--- src/rtl/regfile_pkg.sv ---
// regfile_pkg: shared constants and write-request type for the register file write path
package regfile_pkg;
   localparam int XLEN = 64;
   localparam int NREG = 32;
   localparam int AW = 5;
   localparam logic [AW-1:0] REG_ZERO = 5'd0;
   typedef struct packed {
      logic            valid;
      logic [AW-1:0]   rd;
      logic [XLEN-1:0] data;
   } wr_req_t;
endpackage

--- src/rtl/regfile_write_scheduler_rr_arbiter2.sv ---
// rr_arbiter2: two-way round-robin grant; last = 1 means requester b was granted last
module rr_arbiter2 (
   input  logic clock,
   input  logic reset,
   input  logic req_a,
   input  logic req_b,
   output logic gnt_a,
   output logic gnt_b
);
   logic last;
   assign gnt_a = req_a & (~req_b | last);
   assign gnt_b = req_b & (~req_a | ~last);
   always_ff @(posedge clock or posedge reset)
      if (reset) last <= 1'b1;
      else if (gnt_a | gnt_b) last <= gnt_b;
endmodule

--- src/rtl/regfile_write_scheduler.sv ---
// regfile_write_scheduler: arbitrates ALU/load writeback onto the register file write port and tracks busy registers
module regfile_write_scheduler #(
   parameter int XLEN = regfile_pkg::XLEN,
   parameter int NREG = regfile_pkg::NREG,
   parameter int AW = regfile_pkg::AW
) (
   input  logic            clock,
   input  logic            reset,
   input  logic            iss_valid,
   input  logic [AW-1:0]   iss_rd,
   output logic            iss_stall,
   input  logic [AW-1:0]   rs1,
   input  logic [AW-1:0]   rs2,
   output logic            raw_hazard,
   input  logic            alu_valid,
   input  logic [AW-1:0]   alu_rd,
   input  logic [XLEN-1:0] alu_data,
   output logic            alu_ready,
   input  logic            mem_valid,
   input  logic [AW-1:0]   mem_rd,
   input  logic [XLEN-1:0] mem_data,
   output logic            mem_ready,
   output logic [AW-1:0]   wr,
   output logic [XLEN-1:0] wdata,
   output logic            regWrite,
   output logic [AW:0]     busy_count
);
   import regfile_pkg::*;
   logic [NREG-1:0] busy, set_mask, clr_mask;
   wr_req_t alu_req, mem_req, win;
   assign alu_req = '{valid: alu_valid, rd: alu_rd, data: alu_data};
   assign mem_req = '{valid: mem_valid, rd: mem_rd, data: mem_data};
   rr_arbiter2 u_arb (
      .clock (clock),
      .reset (reset),
      .req_a (alu_valid),
      .req_b (mem_valid),
      .gnt_a (alu_ready),
      .gnt_b (mem_ready)
   );
   assign win = mem_ready ? mem_req : alu_req;
   assign iss_stall = iss_valid & busy[iss_rd];
   assign raw_hazard = busy[rs1] | busy[rs2];
   // set is applied after clear so a same-edge reissue keeps the register busy
   assign set_mask = (iss_valid & ~iss_stall & (iss_rd != REG_ZERO)) ? NREG'(1) << iss_rd : '0;
   assign clr_mask = regWrite ? NREG'(1) << wr : '0;
   always_ff @(posedge clock or posedge reset)
      if (reset) busy <= '0;
      else busy <= ((busy & ~clr_mask) | set_mask) & ~NREG'(1);
   always_ff @(posedge clock or posedge reset)
      if (reset) begin
         regWrite <= 1'b0;
         wr <= '0;
         wdata <= '0;
      end else if ((alu_ready | mem_ready) && win.rd != REG_ZERO) begin
         regWrite <= 1'b1;
         wr <= win.rd;
         wdata <= win.data;
      end else regWrite <= 1'b0;
   always_comb begin
      busy_count = '0;
      for (int i = 0; i < NREG; i++) busy_count = busy_count + (AW+1)'(busy[i]);
   end
endmodule

--- config.mk ---
export PLATFORM = sky130hd
export DESIGN_NAME = regfile_write_scheduler
export DESIGN_NICKNAME = d
export VERILOG_FILES = /design/src/rtl/regfile_pkg.sv /design/src/rtl/regfile_write_scheduler_rr_arbiter2.sv /design/src/rtl/regfile_write_scheduler.sv
export SDC_FILE = /design/constraint.sdc
export NUM_CORES = 1
export LEC_CHECK = 0
export CORE_AREA = 2 2 120 122
export DETAILED_ROUTE_END_ITERATION = 6
export DIE_AREA = 0 0 122 124
export PLACE_DENSITY = 0.79
export SETUP_SLACK_MARGIN = 0.02
export SLEW_MARGIN = 10
export SYNTH_ARGS = -nofsm -noshare
export SYNTH_HDL_FRONTEND = slang
export SYNTH_SLANG_ARGS = --single-unit
export TNS_END_PERCENT = 20
--- constraint.sdc ---
create_clock -name clock -period 6.3 [get_ports clock]
set_clock_uncertainty 0.1 [all_clocks]
set_input_delay 0.63 -clock clock [delete_from_list [all_inputs] [get_ports clock]]
set_output_delay 0.63 -clock clock [all_outputs]
set_load 0.02 [all_outputs]
==> flow_summary.yaml, run 1 <==
# physical design summary
global_routing:
  grt_pass1_vias: 5655
  grt_pass1_wl_mm: 30.6
  grt_usage: 0.270
  grt_max_degree: 106
  grt-ovfl-total: 0
  antenna_found_initial: 0
yosys:
  ys.flops: 102
  topCombFamilyByArea: "multiplexers"
  ys_sh_simple: 0.0853
  top_area_cell: "dfrtp_1"
  synth.distinct_cells: 43
  ys_area_sq_um: 6100
  ys_cells: 593
  synthCells: 593
  ys_seq_frac: 0.418
  syn-cell-area_sq_um: 6100
  aoi_share: 0.135
  muxShareOfSynthArea: 0.212
  ys_warn_count: 0
  ys_sh_xor: 0.00431
  top_cells_by_area: "dfrtp_1, mux2i_1, mux4_2"
  synthAdderAreaFrac: 0.0898
  synth_nets: 781
  top_area_frac: 0.414
  avgSynthCellArea_sq_um: 10.3
timing:
  fin_setup_tns_ns: 0
  fin_ws_ns: 0.180
  slew_headroom: 0.317
  tightest_slew_ns: 1.02
  hold_viol: 0
  rsz0062_at_grt: "yes"
  fmax_ghz: 0.163
  setup_viol: 0
  maxSlewViolCount: 0
  fin_crit_sh: 0.971
  fin_crit_ns: 6.12
detailed_routing:
  dr_wl_met2_mm: 10.6
  viasPerCell: 5.49
  routed.top_layer: "met4"
  wl_per_cell_um: 20.2
  wl_met3_mm: 1.48
  drc: 0
  firstDrtPassIters: 5
  wl_met1_mm: 7.48
  drtIter0Drc: 304
  postRouteAntennaNets: 0
critical_path:
  reg2reg_slack_ns: 3.46
  start_kind: "register"
  crit_type: "reg2out"
  crit_chain: "fa_1 -> inv_1 -> fa_1 -> inv_1 -> fa_1 -> inv_1 -> fa_1 -> fa_1 -> fa_1 -> inv_1 -> fa_2 -> a21o_1 -> a21oi_2 -> nor2b_1 -> o21a_1 -> clkdlybuf4s50_1"
  crit_arrival_ns: 5.39
  max_stage_delay_ns: 0.55
  crit_start: "busy[18]$_DFF_PP0_"
  r2r-end: "wdata[9]$_DFFE_PP0P_"
  worst_setup_path_end_kind: "primary output"
  slowest_stage: "fa_1"
  critPathCapture: "busy_count[5]"
  worstRegToRegCells: 6
  worstPathRequired_ns: 5.57
  critPathMostFrequentCell: "fa_1"
  cp_max_fo: 5
  rr_startpoint: "u_arb.last$_DFFE_PP1P_"
final_layout:
  stdcell_count: 998
  drive_above_1_share: 0.0709
  postLayoutCoreUtil: 0.653
  nNetsFinal: 1001
  areaGrowthSynthToFinish_pct: 46.8
  num_antenna_cells: 0
  fill_cells: 1097
floorplanning:
  fp_util: 0.445
  die_h_um: 124
  std_cell_rows: 43
  ioPinCount: 238
  dieArea_sq_um: 15100
  fp.dieW_um: 122
  fp.coreArea_sq_um: 13700
run:
  warnings: 29
  max-cap-violations: 0
clock_network:
  clk_pin_slew_ns: 0.07
  numCtsBuffers: 9
  clock_latency_ns: 0.34
  cts-root-buf: "clkbuf_16"
  cts_hold_buf: 0
  clk_path_buf_depth: 2
  cts_max_level: 3
  cts_sinks: 102
  cts_tree: "built"
run_status:
  status: "completed"
placement:
  post-place-ws_ns: -0.0293
  port_buffers: 237
  placedCellCount: 982
  hpwl_mm: 16.0
  place.gp.congestion: 0.934
hold_path:
  hp-class: "reg2reg"
[run 1: stage by stage]
step / hold WS, ns / instance area [sq um]
final: 0.399 / 8960
after CTS: 0.400 / 8940
after global placement: 0.382 / 8620
after floorplan: 0.351 / 6100
after global routing: 0.432 / 8960
after detailed placement: 0.400 / 8620
[run 1: synthesized netlist by cell type, drive strengths merged]
cell,instances
clkbuf,20
a32oi,1
nand2b,3
a221oi,1
ha,7
and3,2
xnor2,2
a2bb2oi,1
a221o,1
a22oi,1
dfstp,1
nor2,77
nand4,1
o211ai,2
buf,12
nor2b,6
nand2,10
a21oi,71
mux4,21
or3b,1
a211oi,1
nand3,9
a21o,2
inv,54
mux2i,76
o21ai,67
dfrtp,101
or3,2
a31oi,3
o21a,1
or4,2
nand3b,3
fa,23
a21boi,1
xor2,1
o221ai,1
mux2,5
[run 1: how the worst min path moves through the flow]
stage,from,to,slack (ns),cells after the start
2_1_floorplan,u_arb.last$_DFFE_PP1P_,u_arb.last$_DFFE_PP1P_,0.35,2
3_5_place_dp,u_arb.last$_DFFE_PP1P_,u_arb.last$_DFFE_PP1P_,0.40,2
3_3_place_gp,u_arb.last$_DFFE_PP1P_,u_arb.last$_DFFE_PP1P_,0.38,2
5_1_grt,u_arb.last$_DFFE_PP1P_,u_arb.last$_DFFE_PP1P_,0.43,2
6_report,u_arb.last$_DFFE_PP1P_,u_arb.last$_DFFE_PP1P_,0.40,2
4_1_cts,u_arb.last$_DFFE_PP1P_,u_arb.last$_DFFE_PP1P_,0.40,2
[run 1: worst max-delay path: cells and delay by family, from the launching register on]
kind | cells | cell delay, ns
fa+ha+maj | 7 | 3.30
buf+inv | 5 | 0.74
compound gates | 3 | 0.53
flops | 1 | 0.43
simple gates | 1 | 0.07
[run 1: sequential cells by signal, summed over array words and instances (netlist names)]
register and count:
regWrite 1, busy 31, wr 5, u_arb.last 1
wdata 64
[run 1: routing by layer]
layer	vias up	GRT usage
met5	-	0
met3	42	0.0696
li1	2499	-
met1	2677	0.324
met2	265	0.471
met4	0	0.0977
[run 1: area by class of cell]
type | instances | area, sq um | area share
inverters | 54 | 205 | 0.0229
multi-input cells | 405 | 3250 | 0.362
flip-flops and latches | 102 | 2550 | 0.285
clock inverters | 5 | 83.8 | 0.00936
well taps | 180 | 225 | 0.0251
repair buffers | 241 | 2400 | 0.268
clock buffers | 11 | 243 | 0.0271
[run 1: cells in the final DEF, fill, tap and decap left out, types with 3 or more instances in the layout]
cell	n
a21oi_1	69
a31oi_1	3
buf_4	5
clkbuf_16	9
clkdlybuf4s50_1	233
dfrtp_1	101
fa_1	21
ha_1	7
inv_1	53
mux2_2	4
mux2i_1	76
mux4_2	21
nand2_1	9
nand2b_1	3
nand3_1	9
nor2_1	77
nor2b_1	6
o21ai_0	54
o21ai_1	12
[run 1: what timing repair did]
action,4_1_cts,5_1_grt
setup buffers,0,0
resized,6,7
gates cloned,0,0
setup endpoints to repair,2,4
run_1/layer_met4.png
The bar under the picture is 20 um long.
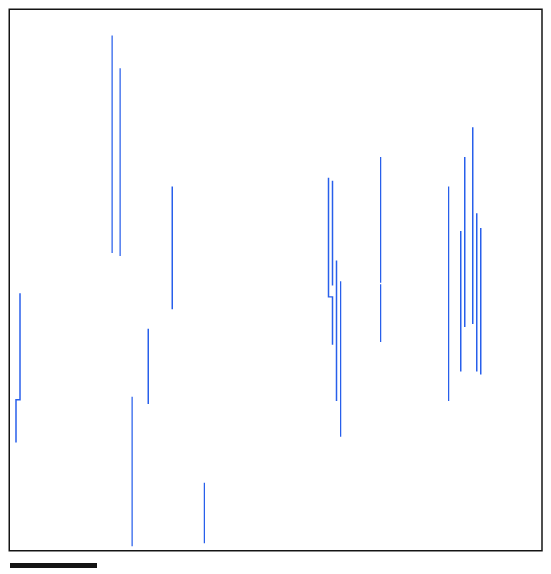
The wires run mostly vertical. 18 nets have wire on it. The layer carries 625 um of wire.
final wirelength: 20.2 mm
routed via count: 5483

run_1/layer_met1.png
The bar under the picture is 20 um long.
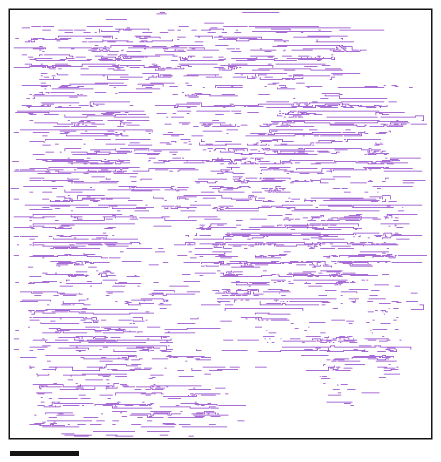
The layer holds 37% of the routed length. The wires run mostly horizontal. 886 nets have wire on it. The longest straight run is 38.2 um. The layer carries 7480 um of wire.

run_1/layer_met2.png
The bar under the picture is 20 um long.
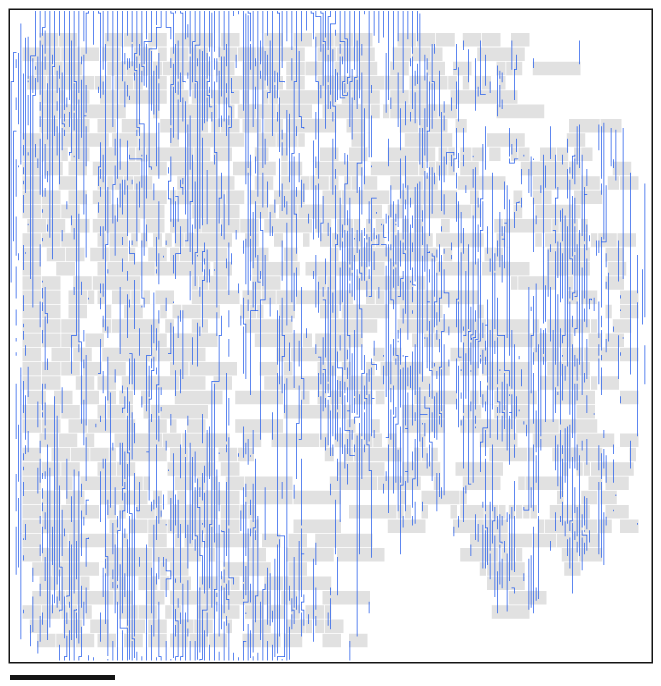
The layer holds 53% of the routed length. The layer carries 10600 um of wire.
GR Util met2: 0.471

--- run 2 (diff from run 1) ---
Settings changed: CORE_AREA 2 2 120 122 to 2 2 134 110, DIE_AREA 0 0 122 124 to 0 0 136 112.
run_2/layer_met2.png
The bar under the picture is 50 um long.
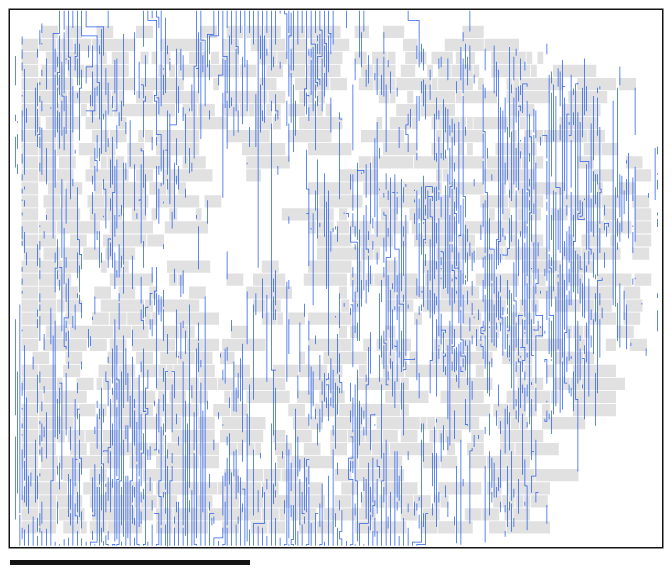
846 nets have wire on it. The wires run mostly vertical. The longest straight run is 61.9 um. The layer carries 9510 um of wire. The layer holds 49% of the routed length.

==> flow_summary.yaml, run 2 <==
# physical design summary
yosys:
  top_area_frac: 0.414
  ys_sh_simple: 0.0853
  muxShareOfSynthArea: 0.212
  synth-edff-count: 0
  aoi_share: 0.135
  top_cells_by_area: "dfrtp_1, mux2i_1, mux4_2"
  ff_type: "dfrtp_1"
  ys_top_cells_by_count: "dfrtp_1, nor2_1, mux2i_1"
  ys_area_sq_um: 6100
  ys_sh_xor: 0.00431
  syn-cell-area_sq_um: 6100
  topCombFamilyByArea: "multiplexers"
  synth_nets: 781
  ys.flops: 102
  avgSynthCellArea_sq_um: 10.3
  synthCells: 593
  postSynth.asyncResetShare: 1.00
  ys_seq_frac: 0.418
  ys_cells: 593
  synthAdderAreaFrac: 0.0898
  ys_warn_count: 0
  yosys.cell_count.top_type: "dfrtp_1"
  top_area_cell: "dfrtp_1"
  synth.distinct_cells: 43
global_routing:
  grt_usage: 0.268
  grt_pass1_vias: 5679
  antenna_found_initial: 1
  grt_max_degree: 103
  grt_pass1_wl_mm: 30.8
  grt-ovfl-total: 0
critical_path:
  crit_start: "busy[18]$_DFF_PP0_"
  slowest_stage: "fa_1"
  critPathMostFrequentCell: "fa_1"
  crit_type: "reg2out"
  max_stage_delay_ns: 0.54
  start_kind: "register"
  crit_arrival_ns: 5.33
  cp_max_fo: 2
  worstPathRequired_ns: 5.57
  worst_setup_path_end_kind: "primary output"
  rr_startpoint: "u_arb.last$_DFFE_PP1P_"
  crit_chain: "fa_1 -> inv_1 -> fa_1 -> inv_1 -> fa_1 -> inv_1 -> fa_1 -> fa_1 -> fa_1 -> inv_1 -> fa_2 -> fa_2 -> a21o_1 -> a21oi_1 -> xnor2_1 -> buf_4"
timing:
  hold_viol: 0
  slew_headroom: 0.390
  rsz0062_at_grt: "no"
  fmax_ghz: 0.165
  setup_viol: 0
  maxSlewViolCount: 0
  fin_setup_tns_ns: 0
  hold_slack_ns: 0.407
  tightest_slew_ns: 0.915
  fin_ws_ns: 0.245
  fin_crit_sh: 0.961
  fin_crit_ns: 6.06
floorplanning:
  ioPinCount: 238
  std_cell_rows: 39
  die_h_um: 112
  fp.coreArea_sq_um: 14000
  dieArea_sq_um: 15200
  fp_util: 0.437
  fp.dieW_um: 136
detailed_routing:
  vias: 5411
  dr_wl_met2_mm: 9.51
  firstDrtPassIters: 5
  viasPerCell: 5.37
  wl_met1_mm: 7.73
  routed_wl_mm: 19.4
  drtIter0Drc: 340
  drc: 0
  postRouteAntennaNets: 0
  routed.top_layer: "met5"
  wl_per_cell_um: 19.2
  wl_met3_mm: 1.47
clock_network:
  cts_max_level: 3
  cts_sinks: 102
  clk_pin_slew_ns: 0.08
  numCtsBuffers: 9
  cts-root-buf: "clkbuf_16"
  clk_path_buf_depth: 2
  clock_latency_ns: 0.35
  cts_tree: "built"
final_layout:
  drive_above_1_share: 0.0765
  top_regs: "wdata (64), busy (31), wr (5)"
  seq_area_sq_um: 2550
  logic_area_sq_um: 3240
  regMostFlops: "wdata"
  areaGrowthSynthToFinish_pct: 46.9
  nNetsFinal: 1007
  mostFrequentLayoutCells: "clkdlybuf4s50_1, dfrtp_1, nor2_1, mux2i_1, a21oi_1"
  final_common_cell: "clkdlybuf4s50_1"
  fin_area_sq_um: 8970
  num_antenna_cells: 0
  largest_reg_flops: 64
  fill_cells: 1120
hold_path:
  min-delay-start: "u_arb.last$_DFFE_PP1P_"
  hp-class: "reg2reg"
placement:
  post-place-ws_ns: -0.0162
  hpwl_mm: 15.4
  place.gp.congestion: 0.895
  port_buffers: 237
  placed_cell_area_sq_um: 8660
run:
  warnings: 28
  max-cap-violations: 0
run_status:
  status: "completed"
run 2: cell counts after synthesis:
Identical to the previous run, type by type.
run 2: worst paths after layout:
path / end / slack [ns] / depth (start not counted)
worst min-delay path: u_arb.last$_DFFE_PP1P_ / 0.41 / 2
max in group asynchronous: busy[5]$_DFF_PP0_ / 4.32 / 3
worst min register to register: u_arb.last$_DFFE_PP1P_ / 0.41 / 2
worst max-delay path: busy_count[4] / 0.24 / 16
worst max register to register: wdata[36]$_DFFE_PP0P_ / 3.45 / 6
min in group asynchronous: wdata[45]$_DFFE_PP0P_ / 0.60 / 2
run 2: per-stage QoR:
| step | cells | util |
|---|---|---|
| after floorplan | 593 | - |
| after detailed placement | 991 | 0.621 |
| after CTS | 1007 | 0.641 |
| after global routing | 1008 | 0.643 |
| after global placement | 991 | 0.621 |
| final | 1008 | 0.643 |
run 2: per-layer routing:
metal / GRT usage / vias up
li1: - / 2525
met1: 0.343 / 2599
met2: 0.437 / 242
met3: 0.0747 / 43
met4: 0.0938 / 2
met5: 0 / -
run 2: what timing repair did:
| item | CTS | global route |
|---|---|---|
| gates resized | 7 | 5 |
| setup buffers | 0 | 1 |
| hold buffers | 0 | 0 |
| setup endpoints to repair | 3 | 3 |
run 2: layout make-up:
cell class / count / share of cell area
clock buffers: 9 / 0.0251
clock inverters: 7 / 0.00753
inverters: 54 / 0.0229
multi-input cells: 405 / 0.361
flip-flops and latches: 102 / 0.285
well taps: 184 / 0.0257
repair buffers: 247 / 0.273
run 2: critical path, delay by kind of cell, from the launching register on:
family / cells / cell delay, ns
compound gates: 2 / 0.36
xor+xnor: 1 / 0.14
fa+ha+maj: 8 / 3.72
buf+inv: 5 / 0.37
flops: 1 / 0.40
run 2: kinds of logic after synthesis:
kind of cell | Yosys count
flip-flops | 102
buffers and inverters | 86
AND-OR/OR-AND | 154
multiplexers | 102
adder cells (fa/ha/maj) | 30
XOR/XNOR | 3
AND/OR/NAND/NOR | 116
--- run 3 (diff from run 2) ---
Settings changed: CTS_CLUSTER_SIZE from default to 14.
run_3/layer_met3.png
The bar under the picture is 50 um long.
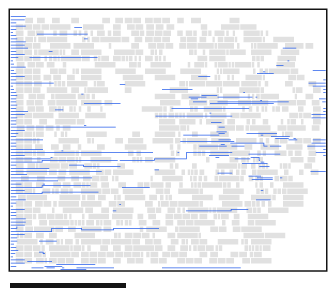
The wires run mostly horizontal. 152 nets have wire on it. The longest straight run is 60.9 um.
routed via count: 5411
final wirelength: 19.4 mm
met3 Use GR: 0.0747

==> flow_summary.yaml, run 3 <==
# physical design summary
floorplanning:
  dieArea_sq_um: 15200
  ioPinCount: 238
  fp.dieW_um: 136
  die_h_um: 112
  std_cell_rows: 39
  fp.coreArea_sq_um: 14000
  fp_util: 0.437
critical_path:
  max_stage_delay_ns: 0.54
  slowest_stage: "fa_1"
  worst-path-buf-inv: 5
  crit_type: "reg2out"
  crit_arrival_ns: 5.33
  critPathMostFrequentCell: "fa_1"
  start_kind: "register"
  cp_max_fo: 2
  crit_family: "adder cells"
  crit_chain: "fa_1 -> inv_1 -> fa_1 -> inv_1 -> fa_1 -> inv_1 -> fa_1 -> fa_1 -> fa_1 -> inv_1 -> fa_2 -> fa_2 -> a21o_1 -> a21oi_1 -> xnor2_1 -> buf_4"
  worst_setup_path_end_kind: "primary output"
  worstPathRequired_ns: 5.57
final_layout:
  final_common_cell: "clkdlybuf4s50_1"
  regMostFlops: "wdata"
  drive_above_1_share: 0.0765
  largest_reg_flops: 64
  postLayoutCoreUtil: 0.643
  fill_cells: 1120
  top_regs: "wdata (64), busy (31), wr (5)"
  nNetsFinal: 1007
  mostFrequentLayoutCells: "clkdlybuf4s50_1, dfrtp_1, nor2_1, mux2i_1, a21oi_1"
  areaGrowthSynthToFinish_pct: 46.9
  num_antenna_cells: 0
detailed_routing:
  viasPerCell: 5.37
  drtIter0Drc: 340
  wl_per_cell_um: 19.2
  firstDrtPassIters: 5
  postRouteAntennaNets: 0
  drc: 0
timing:
  hold_slack_ns: 0.407
  rsz0062_at_grt: "no"
  fmax_ghz: 0.165
  tightest_slew_ns: 0.915
  slew_headroom: 0.390
  maxSlewViolCount: 0
  fin_crit_sh: 0.961
  setup_viol: 0
  fin_crit_ns: 6.06
  hold_viol: 0
clock_network:
  numCtsBuffers: 9
  cts_tree: "built"
  clk_pin_slew_ns: 0.08
  cts-root-buf: "clkbuf_16"
  cts_sinks: 102
  clk_path_buf_depth: 2
  clock_latency_ns: 0.35
  cts_max_level: 3
run_status:
  status: "completed"
yosys:
  synth-edff-count: 0
  top_area_cell: "dfrtp_1"
  ys.flops: 102
  yosys.cell_count.top_type: "dfrtp_1"
  synthCells: 593
  ys_area_sq_um: 6100
  synth.distinct_cells: 43
  synth_nets: 781
  ys_cells: 593
  top_cells_by_area: "dfrtp_1, mux2i_1, mux4_2"
  top_area_frac: 0.414
  ys_seq_frac: 0.418
  ys_warn_count: 0
  postSynth.asyncResetShare: 1.00
  ff_type: "dfrtp_1"
  avgSynthCellArea_sq_um: 10.3
  syn-cell-area_sq_um: 6100
  ys_top_cells_by_count: "dfrtp_1, nor2_1, mux2i_1"
global_routing:
  antenna_found_initial: 1
  grt_usage: 0.268
  grt_pass1_wl_mm: 30.8
  grt_max_degree: 103
  grt_pass1_vias: 5679
  grt-ovfl-total: 0
placement:
  place.gp.congestion: 0.895
  hpwl_mm: 15.4
  port_buffers: 237
run:
  warnings: 28
  max-cap-violations: 0
hold_path:
  hp-class: "reg2reg"
[run 3: final timing paths]
kind                                   startpoint                     end  slack, ns  cells after the start
setup reg to reg           u_arb.last$_DFFE_PP1P_   wdata[36]$_DFFE_PP0P_       3.45                      6
setup / recovery               busy[18]$_DFF_PP0_           busy_count[4]       0.24                     16
min in group asynchronous                   reset   wdata[45]$_DFFE_PP0P_       0.60                      2
hold / removal             u_arb.last$_DFFE_PP1P_  u_arb.last$_DFFE_PP1P_       0.41                      2
max in group asynchronous                   reset       busy[5]$_DFF_PP0_       4.32                      3
hold reg to reg            u_arb.last$_DFFE_PP1P_  u_arb.last$_DFFE_PP1P_       0.41                      2
[run 3: worst register-to-register path, stage by stage (launching register included)]
cell and delay, ns:
dfstp_2 0.57, nand2b_1 0.12, nand2_1 0.11, o21ai_4 0.70, buf_4 0.84, nor2_1 0.17, a21oi_1 0.17
[run 3: cells by family (layout without fill, tap and decap cells)]
logic type,count (synthesis),after routing,synth area share
flops,102,102,0.418
simple gates,116,116,0.0853
buf+inv,86,317,0.0556
fa+ha+maj,30,30,0.0898
compound gates,154,154,0.135
xor+xnor,3,3,0.00431
mux,102,102,0.212
[run 3: timing repair]
item | in CTS | in global routing
gates cloned | 0 | 0
setup endpoints to repair | 3 | 3
buffers inserted | 0 | 1
pin swaps | 0 | 0
gates resized | 7 | 5
hold buffers | 0 | 0
[run 3: cell type report]
class | count | area (sq um) | area share
Sequential cell | 102 | 2550 | 0.285
Inverter | 54 | 205 | 0.0229
Multi-Input combinational cell | 405 | 3240 | 0.361
Tap cell | 184 | 230 | 0.0257
Clock buffer | 9 | 225 | 0.0251
Timing Repair Buffer | 247 | 2450 | 0.273
Clock inverter | 7 | 67.6 | 0.00753
[run 3: layer usage]
metal / wire length [um] / GRT usage / up-vias
met3: 1470 / 0.0747 / 43
li1: - / - / 2525
met5: 13 / 0 / -
met4: 627 / 0.0938 / 2
met2: 9510 / 0.437 / 242
met1: 7730 / 0.343 / 2599
[run 3: through the flow]
| stage | TNS [ns] | setup WS, ns | cells | area [sq um] |
|---|---|---|---|---|
| 2_1_floorplan | 0 | 0.669 | 593 | 6100 |
| 3_3_place_gp | 0 | 0.0680 | 991 | 8660 |
| 3_5_place_dp | -0.0162 | -0.0162 | 991 | 8660 |
| 4_1_cts | 0 | 0.0209 | 1007 | 8950 |
| 5_1_grt | 0 | 0.0664 | 1008 | 8970 |
| 6_report | 0 | 0.245 | 1008 | 8970 |
